`src/rtl/wb_grf.sv`:
```
// Write-back stage: MEM/WB pipeline register plus 32x32 register file with inner forwarding.
// Optional write trace is compiled in when GRF_WRITE_TRACE_EN is defined.
module wb_grf #(
    parameter logic [31:0] GP_INIT = 32'h0000_1800,
    parameter logic [31:0] SP_INIT = 32'h0000_2ffc
) (
    input  logic        clk,
    input  logic        reset,
    input  logic        stall,
    input  logic        clr,
    input  logic [31:0] PC_MEM,
    input  logic [4:0]  regaddr_MEM,
    input  logic [31:0] regdata_MEM,
    input  logic [4:0]  RA1_GRF,
    input  logic [4:0]  RA2_GRF,
    output logic [31:0] RD1_GRF,
    output logic [31:0] RD2_GRF,
    output logic [31:0] PC_WB,
    output logic [4:0]  regaddr_WB,
    output logic [31:0] regdata_WB,
    output logic [31:0] wcount
);

    logic [31:0] regs [32];

    always_ff @(posedge clk or posedge reset) begin
        if (reset) begin
            PC_WB      <= '0;
            regaddr_WB <= '0;
            regdata_WB <= '0;
        end else if (clr) begin
            PC_WB      <= '0;
            regaddr_WB <= '0;
            regdata_WB <= '0;
        end else if (!stall) begin
            PC_WB      <= PC_MEM;
            regaddr_WB <= regaddr_MEM;
            regdata_WB <= regdata_MEM;
        end
    end

    // The commit ignores stall/clr: a held WB entry is rewritten and counted every cycle.
    always_ff @(posedge clk or posedge reset) begin
        if (reset) begin
            for (int unsigned i = 0; i < 32; i++) begin
                if (i == 28)
                    regs[i[4:0]] <= GP_INIT;
                else if (i == 29)
                    regs[i[4:0]] <= SP_INIT;
                else
                    regs[i[4:0]] <= '0;
            end
            wcount <= '0;
        end else if (regaddr_WB != '0) begin
            regs[regaddr_WB] <= regdata_WB;
            wcount           <= wcount + 32'd1;
`ifdef GRF_WRITE_TRACE_EN
            $display("@%h: $%d <= %h", PC_WB, regaddr_WB, regdata_WB);
`endif
        end
    end

    always_comb begin
        RD1_GRF = regs[RA1_GRF];
        if (RA1_GRF == '0)
            RD1_GRF = '0;
        else if (RA1_GRF == regaddr_WB)
            RD1_GRF = regdata_WB;
    end

    always_comb begin
        RD2_GRF = regs[RA2_GRF];
        if (RA2_GRF == '0)
            RD2_GRF = '0;
        else if (RA2_GRF == regaddr_WB)
            RD2_GRF = regdata_WB;
    end

endmodule

```
`config.mk`:
```
export PLATFORM = sky130hd
export DESIGN_NAME = wb_grf
export DESIGN_NICKNAME = d
export VERILOG_FILES = /design/src/rtl/wb_grf.sv
export SDC_FILE = /design/constraint.sdc
export NUM_CORES = 2
export LEC_CHECK = 0
export CAP_MARGIN = 5
export CELL_PAD_IN_SITES_DETAIL_PLACEMENT = 2
export CELL_PAD_IN_SITES_GLOBAL_PLACEMENT = 2
export CORE_MARGIN = 2
export CORE_UTILIZATION = 24
export DETAILED_ROUTE_END_ITERATION = 6
export PLACE_DENSITY = 0.5
export SYNTH_ARGS = -nofsm -noshare
export SYNTH_HDL_FRONTEND = slang
export SYNTH_SLANG_ARGS = --single-unit
```
`constraint.sdc`:
```
create_clock -name clk -period 41.9 [get_ports clk]
set_clock_uncertainty 0.2 [all_clocks]
set_input_delay 8.38 -clock clk [delete_from_list [all_inputs] [get_ports clk]]
set_output_delay 8.38 -clock clk [all_outputs]
set_load 0.005 [all_outputs]
```
Fig. 1: PDN straps and rails
Scale bar: 100 um. Pins as bars on the die edge. Tap cells in gray.
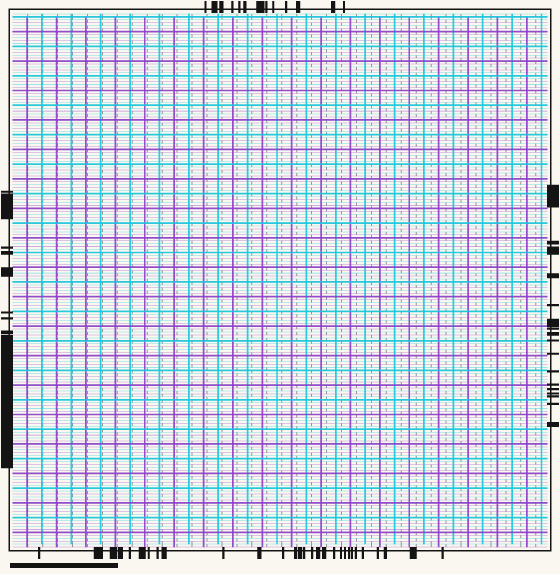
VDD -> cyan
VSS -> purple
met4 straps = 36
tap cells = 3202
met1 rails = 182
chip width: 499 um
worst vdd ir: 0.0397 mV
core area: 243000 um2
Die Ht: 499 um

==> impl_metrics.ini <==
; implementation run metrics
[final_layout]
seq_area_um2 = 28200
nets = 4294
drive_gt1_share_pct = 41.3
n_all_buffers = 375
multi_input_comb_cells = 2560
combGateArea_um2 = 28900
fillers = 25400
largest_class = combinational gates

[setup_path]
cpPeakStageDelay_ps = 1000
path_buffers = 5
worst_ep_required_time_ps = 33320
reg2reg_depth = 4
cp_slowest_cell = a2111oi_0
cp.depth = 10
r2r-start = regaddr_WB[0]
r2r-end = regs[12]

[power]
p_total_mw = 2.91
leakage_nw = 30.8
power_density_nw_per_um2 = 42.0

[final_timing]
hold_slack_ps = 198
max_freq_ghz = 0.0455
min_period_over_period_pct = 52.5
timing.setup.tns_ps = 0
tightest_slew_ps = 1270

[drt]
num_vias = 39100
routed-wl-met3_um = 8690
vias_per_cell = 5.19
finalWirelength_um = 245000
drc_errors = 0
wire_per_inst_um = 32.5

[logic_synthesis]
synthArstFlopShare_pct = 100
ys_sh_xor_pct = 0.611
synthMuxAreaShare_pct = 39.6
ff_type = dfrtp_1
ys_sh_aoi_pct = 5.98
synth.avg_cell_area_um2 = 14.1

[grt]
gr-usage-met3_pct = 2.82
grt-ovfl-total = 0
use_met2_pct = 31.3
grtUsageMet1_pct = 27.5

[clocking]
root_buffer = clkbuf_16
clock_latency_ps = 790
numCtsBuffers = 142

[outcome]
status = finished clean

[placed_design]
pre_cts_ws_ps = 19750
post_dp_cell_area_um2 = 64600
dp.cells = 7268

[min_path]
holdPathEnd = regs[1016]
hold_depth = 0
hold_start = regs[1016]

[floorplanning]
io_pins = 248
fp_util_pct = 24.1
Fig. 2: cell placement
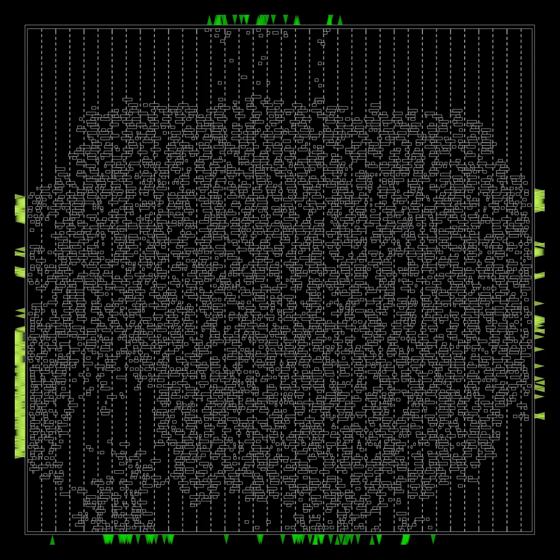
FP Rows: 181
flop share of the area: 40.7%
seq_cells: 1125
Layout Utilization: 28.5%

[synthesized netlist by cell type, drive strengths merged (19+ instances only)]
cell type  instances  share of area [%]
a2111oi           47               0.71
a211oi            20               0.26
a21oi            105               0.89
a22o              80                1.2
a22oi             83                1.1
a32o              26               0.44
buf              169                1.5
clkbuf           296                1.9
dfrtp           1112                 47
mux2            1013                 19
mux2i            364                6.2
mux4             364                 14
nand2             85               0.54
nand3             38               0.32
nor2             104               0.67
nor3              19               0.17
o221ai            44               0.66
o22ai             50               0.53
xnor2             27               0.40
[report_power, final]
| part | total (mW) | switching, mW | internal (mW) |
|---|---|---|---|
| logic | 0.411 | 0.211 | 0.200 |
| clock network | 1.25 | 0.518 | 0.729 |
| registers | 1.25 | 0.0741 | 1.18 |
